**Sequential cells colored by netlist name**

Drawn at 3 px/micron. Other sequential cells in the stronger gray, the rest of the logic in the fainter gray.
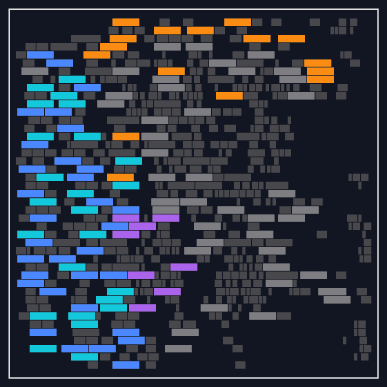
**PDN straps and rails**

Drawn at 3 px/micron. Pins as bars on the die edge.
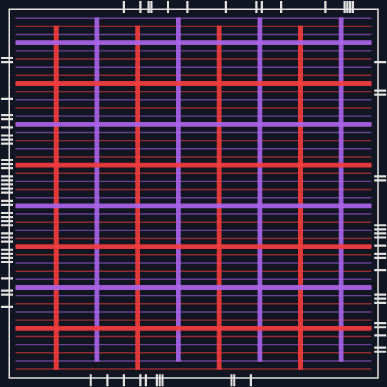
**Metal 2**

Drawn at 3 px/micron.
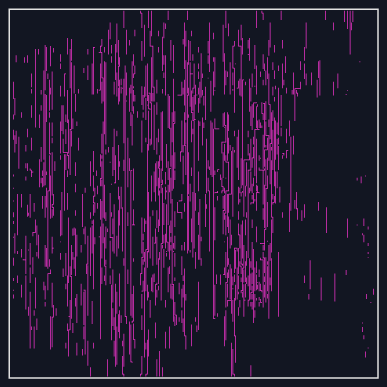
**Clock nets**

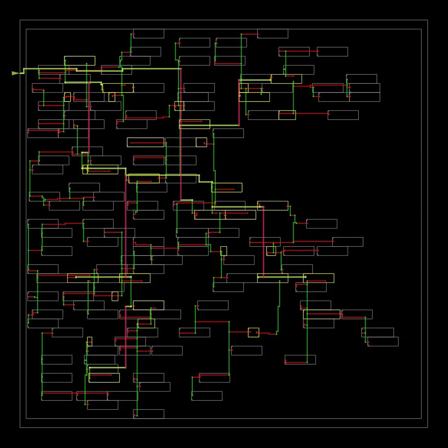
$ cat src/rtl/mips_boot_loader.sv
// Byte-stream image loader: parses [LEN_HI LEN_LO data... CSUM] frames and writes words into IMEM.
// Latency: IMEM write strobe 1 cycle after the 4th byte of a word; done/error/cpu_reset on the edge taking the checksum.
// Backpressure: rx_ready is high in LEN_HI/LEN_LO/DATA/CSUM, low in IDLE/DONE/ERR; rx_valid gaps simply stall the parser.
module mips_boot_loader #(
    parameter logic [31:0] BASE_ADDR = 32'h0000_0000,
    parameter int          MAX_WORDS = 64
) (
    input  logic        clk,
    input  logic        reset,
    input  logic [7:0]  rx_data,
    input  logic        rx_valid,
    output logic        rx_ready,
    input  logic        restart,
    output logic        imem_we,
    output logic [31:0] imem_addr,
    output logic [31:0] imem_wdata,
    output logic        cpu_reset,
    output logic        done,
    output logic        error
);

    localparam logic [2:0] S_IDLE   = 3'd0;
    localparam logic [2:0] S_LEN_HI = 3'd1;
    localparam logic [2:0] S_LEN_LO = 3'd2;
    localparam logic [2:0] S_DATA   = 3'd3;
    localparam logic [2:0] S_CSUM   = 3'd4;
    localparam logic [2:0] S_DONE   = 3'd5;
    localparam logic [2:0] S_ERR    = 3'd6;

    localparam logic [15:0] MAX_LEN = 16'(MAX_WORDS);

    logic [2:0]  r_state;
    logic [15:0] r_len;
    logic [15:0] r_idx;
    logic [1:0]  r_byte_idx;
    logic [7:0]  r_csum;
    logic [23:0] r_word;
    logic        r_rx_ready;
    logic        r_imem_we;
    logic [31:0] r_imem_addr;
    logic [31:0] r_imem_wdata;
    logic        r_cpu_reset;
    logic        r_done;
    logic        r_error;

    logic [2:0]  w_next;
    logic        w_accept;
    logic        w_restart;
    logic [15:0] w_len;
    logic        w_word_end;

    assign w_accept   = rx_valid && r_rx_ready;
    assign w_restart  = restart && ((r_state == S_DONE) || (r_state == S_ERR));
    assign w_len      = {r_len[15:8], rx_data};
    assign w_word_end = (r_byte_idx == 2'd3);

    // Next-state decode: every transition out of a receive state is gated by an accepted byte.
    always_comb begin
        w_next = r_state;
        case (r_state)
            S_IDLE:   w_next = S_LEN_HI;
            S_LEN_HI: if (w_accept) w_next = S_LEN_LO;
            S_LEN_LO: begin
                if (w_accept) begin
                    if (w_len == 16'd0)         w_next = S_CSUM;
                    else if (w_len > MAX_LEN)   w_next = S_ERR;
                    else                        w_next = S_DATA;
                end
            end
            S_DATA:   if (w_accept && w_word_end && (r_idx == r_len - 16'd1)) w_next = S_CSUM;
            S_CSUM:   if (w_accept) w_next = (rx_data == r_csum) ? S_DONE : S_ERR;
            S_DONE,
            S_ERR:    if (restart) w_next = S_LEN_HI;
            default:  w_next = S_IDLE;
        endcase
    end

    // State and status flags; the flags are registered from the next state so they move on the same edge.
    always_ff @(posedge clk or negedge reset) begin
        if (!reset) begin
            r_state     <= S_IDLE;
            r_rx_ready  <= 1'b0;
            r_cpu_reset <= 1'b1;
            r_done      <= 1'b0;
            r_error     <= 1'b0;
        end else begin
            r_state     <= w_next;
            r_rx_ready  <= (w_next == S_LEN_HI) || (w_next == S_LEN_LO) ||
                           (w_next == S_DATA)   || (w_next == S_CSUM);
            r_cpu_reset <= (w_next != S_DONE);
            r_done      <= (w_next == S_DONE);
            r_error     <= (w_next == S_ERR);
        end
    end

    // Frame datapath: length capture, running XOR, word assembly and the one-cycle IMEM write.
    always_ff @(posedge clk or negedge reset) begin
        if (!reset) begin
            r_len        <= 16'd0;
            r_idx        <= 16'd0;
            r_byte_idx   <= 2'd0;
            r_csum       <= 8'd0;
            r_word       <= 24'd0;
            r_imem_we    <= 1'b0;
            r_imem_addr  <= BASE_ADDR;
            r_imem_wdata <= 32'd0;
        end else begin
            r_imem_we <= 1'b0;
            if (w_restart) begin
                r_idx      <= 16'd0;
                r_byte_idx <= 2'd0;
                r_csum     <= 8'd0;
            end else if (w_accept) begin
                case (r_state)
                    S_LEN_HI: begin
                        r_len[15:8] <= rx_data;
                        r_csum      <= r_csum ^ rx_data;
                    end
                    S_LEN_LO: begin
                        r_len[7:0] <= rx_data;
                        r_csum     <= r_csum ^ rx_data;
                    end
                    S_DATA: begin
                        r_csum     <= r_csum ^ rx_data;
                        r_word     <= {r_word[15:0], rx_data};
                        r_byte_idx <= r_byte_idx + 2'd1;
                        if (w_word_end) begin
                            // Address arithmetic is full 32-bit so a high BASE_ADDR wraps naturally.
                            r_imem_wdata <= {r_word, rx_data};
                            r_imem_addr  <= BASE_ADDR + {14'd0, r_idx, 2'b00};
                            r_imem_we    <= 1'b1;
                            r_idx        <= r_idx + 16'd1;
                        end
                    end
                    default: ;
                endcase
            end
        end
    end

    assign rx_ready   = r_rx_ready;
    assign imem_we    = r_imem_we;
    assign imem_addr  = r_imem_addr;
    assign imem_wdata = r_imem_wdata;
    assign cpu_reset  = r_cpu_reset;
    assign done       = r_done;
    assign error      = r_error;

endmodule

$ cat config.mk
export PLATFORM = sky130hd
export DESIGN_NAME = mips_boot_loader
export DESIGN_NICKNAME = d
export VERILOG_FILES = /design/src/rtl/mips_boot_loader.sv
export SDC_FILE = /design/constraint.sdc
export NUM_CORES = 1
export LEC_CHECK = 0
export CAP_MARGIN = 10
export CORE_MARGIN = 1.5
export CORE_UTILIZATION = 40
export DETAILED_ROUTE_END_ITERATION = 8
export GPL_TIMING_DRIVEN = 0
export MAX_ROUTING_LAYER = met4
export PLACE_DENSITY = 0.67
export SYNTH_ARGS = -nofsm -noshare
export SYNTH_HDL_FRONTEND = slang
export SYNTH_SLANG_ARGS = --single-unit
$ cat constraint.sdc
create_clock -name clk -period 2.44 [get_ports clk]
set_clock_uncertainty 0.05 [all_clocks]
set_input_delay 0.366 -clock clk [delete_from_list [all_inputs] [get_ports clk]]
set_output_delay 0.366 -clock clk [all_outputs]
set_load 0.02 [all_outputs]
==> impl_metrics.tcl <==
# collected from the flow reports
set metrics [dict create \
    floorplan_die_width_microns 122.4 \
    worst_pin_slew_ns 0.7197 \
    fp.dieArea_sq_mm 0.01499 \
    cp_data_required_time_ns 2.74 \
    type_of_the_worst_min_delay_path "in -> async" \
    post_synth_num_cell_types 55 \
    critical_path.endpoint_type "flip-flop" \
    post_route_cells_drive_above_1_share 0.2974 \
    synthesized_flop_and_latch_total 122 \
    rows 43 \
    timing.critical_path.buf_inv 1 \
    final_max_slew_viol_count 0 \
    cp_slowest_stage_delay_ns 0.51 \
    synth.largest_area_cell "sky130_fd_sc_hd__dfrtp_1" \
    route.final.wire_length_microns 12880 \
    pre_cts_ws_ns -0.4795 \
    number_of_violations_reported_at_the_end_of_detailed_routing_iteration_0 197 \
    post_synth_main_area_contributors "sky130_fd_sc_hd__dfrtp_1, sky130_fd_sc_hd__mux2_2, sky130_fd_sc_hd__xor2_1, sky130_fd_sc_hd__xnor2_1, sky130_fd_sc_hd__buf_4" \
    finish.net_count 587 \
    setup_violators_final 0 \
    status "finished clean" \
    postSynthCellCount 468 \
    drt_first_pass_iters 4 \
    synth.top_cell.area_share 0.5308 \
    post_synth.cell_area_avg_sq_um 12.19 \
    cellPowerDensity_mw_per_mm2 973.8 \
    ir_drop_mv 0.8898 \
    finalHoldViolations 0 \
    flop_cell "sky130_fd_sc_hd__dfrtp_1" \
    reg2regPathDepth 7 \
    drtAntennaViolNets 0 \
    timing.rr.end "r_state[2]" \
    grt.overflow.total 0 \
    yosysWarningCount 0 \
    crit_chain "buf_4 -> nor4_2 -> and3_1 -> a31oi_1 -> or4_4 -> nor4_4 -> a21o_1" \
    tool_warnings 30 \
    worst_setup_sp "r_len[0]" \
    setup-tns-final_ns 0 \
    synthesized_chip_area_reported_by_yosys_sq_mm 0.005704 \
    synthesis.area_sq_mm 0.005704 \
    p_leak_nw 3.229 \
    globalRouteTotalUtil 0.1923 \
    clkSlewWorstSetupHoldPaths_ns 0.05 \
]
About 'sequential cells colored by netlist name':
Key: `r_word` = cyan [flops 24]; `imem_wdata` = blue [flops 32]; `r_csum` = purple [flops 8]; `imem_addr` = orange [flops 16]
flop share of the area: 0.4159
area used by sequential logic in the layout: 0.003055 sq mm
utilization of the core after routing: 0.5293
sequential-cell power consumption: 2.80 mW

About 'PDN straps and rails':
Key: VDD = purple; VSS = red
44 met1 rails follow the rows. The core has 43 rows. 81 signal pins sit on the boundary. 8 straps on met5.

About 'metal 2':
520 nets have wire on it. The layer holds 47% of the routed length.

About 'clock nets':
count of sequential standard cells: 122
number of clock buffers in the layout: 21
CTS buffer count: 17
clock sinks: 122

layer usage:
metal  GRT usage  vias to the layer above  part of all wire
met4     0.06831                        0             0.018
met2      0.2933                      111              0.47
met3     0.05762                       17             0.056
li1            -                     1825                 -
met1      0.2439                     1940              0.45
met5           -                        -                 0
logic make-up (layout without fill, tap and decap cells):
family,after synthesis,count (layout),synth area share
flops,122,122,0.5354
xor+xnor,48,48,0.07370
fa+ha+maj,3,3,0.006581
compound gates,50,50,0.05703
buf+inv,43,145,0.04431
mux,86,86,0.1698
other cells,1,16,0.0006574
simple gates,115,115,0.1125
cells in the final DEF, fill, tap and decap left out, drive strengths merged, types with 2 or more instances in the layout:
cell / n
dfrtp: 121
mux2: 86
clkdlybuf4s50: 62
buf: 33
clkbuf: 29
nor2: 28
xor2: 26
nand2: 23
xnor2: 22
conb: 16
o21ai: 16
nor3: 12
inv: 10
a21oi: 9
and3: 6
nand4: 6
or3: 6
or4: 6
nor4: 6
clkinv: 5
nand2b: 4
and2: 4
nand3: 4
nor2b: 4
nand3b: 3
clkinvlp: 3
ha: 3
o31ai: 2
o22ai: 2
a32oi: 2
o2111ai: 2
o21a: 2
a22o: 2
bufinv: 2
a21boi: 2
worst max path at each step:
stage	slack (ns)	to
floorplan	0.19	r_state[1]
global placement	-3.64	done
detailed placement	-0.48	imem_wdata[15]
CTS	-0.003	r_state[0]
global route	-0.03	r_state[2]
finish	0.06	r_state[2]
metrics by stage:
step,utilization,hold WS (ns),cells
after floorplan,-,0.02041,483
after global placement,0.4767,0.4362,726
after detailed placement,0.4787,0.1839,727
after CTS,0.5269,0.3118,764
after global routing,0.5293,0.3221,765
final,0.5293,0.3152,765
sequential cells by signal (all words and copies together), names as in the netlist:
signal and cells:
r_idx 16, r_state 3, r_csum 8, r_len 16, cpu_reset 1, r_word 24, done 1, r_byte_idx 2
imem_we 1, imem_wdata 32, rx_ready 1, error 1, imem_addr 16
where the power goes:
part | total, mW | switching [mW] | internal [mW]
registers | 2.80 | 0.309 | 2.49
logic | 1.91 | 0.903 | 1.00
clock network | 2.45 | 0.895 | 1.55
what timing repair did:
action                     CTS  global route
hold buffers                 1             0
resized                     13             9
hold endpoints to repair    21             0
buffers inserted             4             1
setup endpoints to repair   28            72
pin swaps                    2             4
area by class of cell:
| cell class | count | area [sq um] | area share |
|---|---|---|---|
| Clock inverter | 11 | 120.1 | 0.01635 |
| Buffer | 34 | 224.0 | 0.03048 |
| Multi-Input combinational cell | 318 | 2521 | 0.3432 |
| Clock buffer | 21 | 460.4 | 0.06267 |
| Sequential cell | 122 | 3055 | 0.4159 |
| Tap cell | 180 | 225.2 | 0.03065 |
| Inverter | 9 | 33.78 | 0.004598 |
| Timing Repair Buffer | 70 | 706.9 | 0.09622 |
Power and IR drop assume default switching activity.
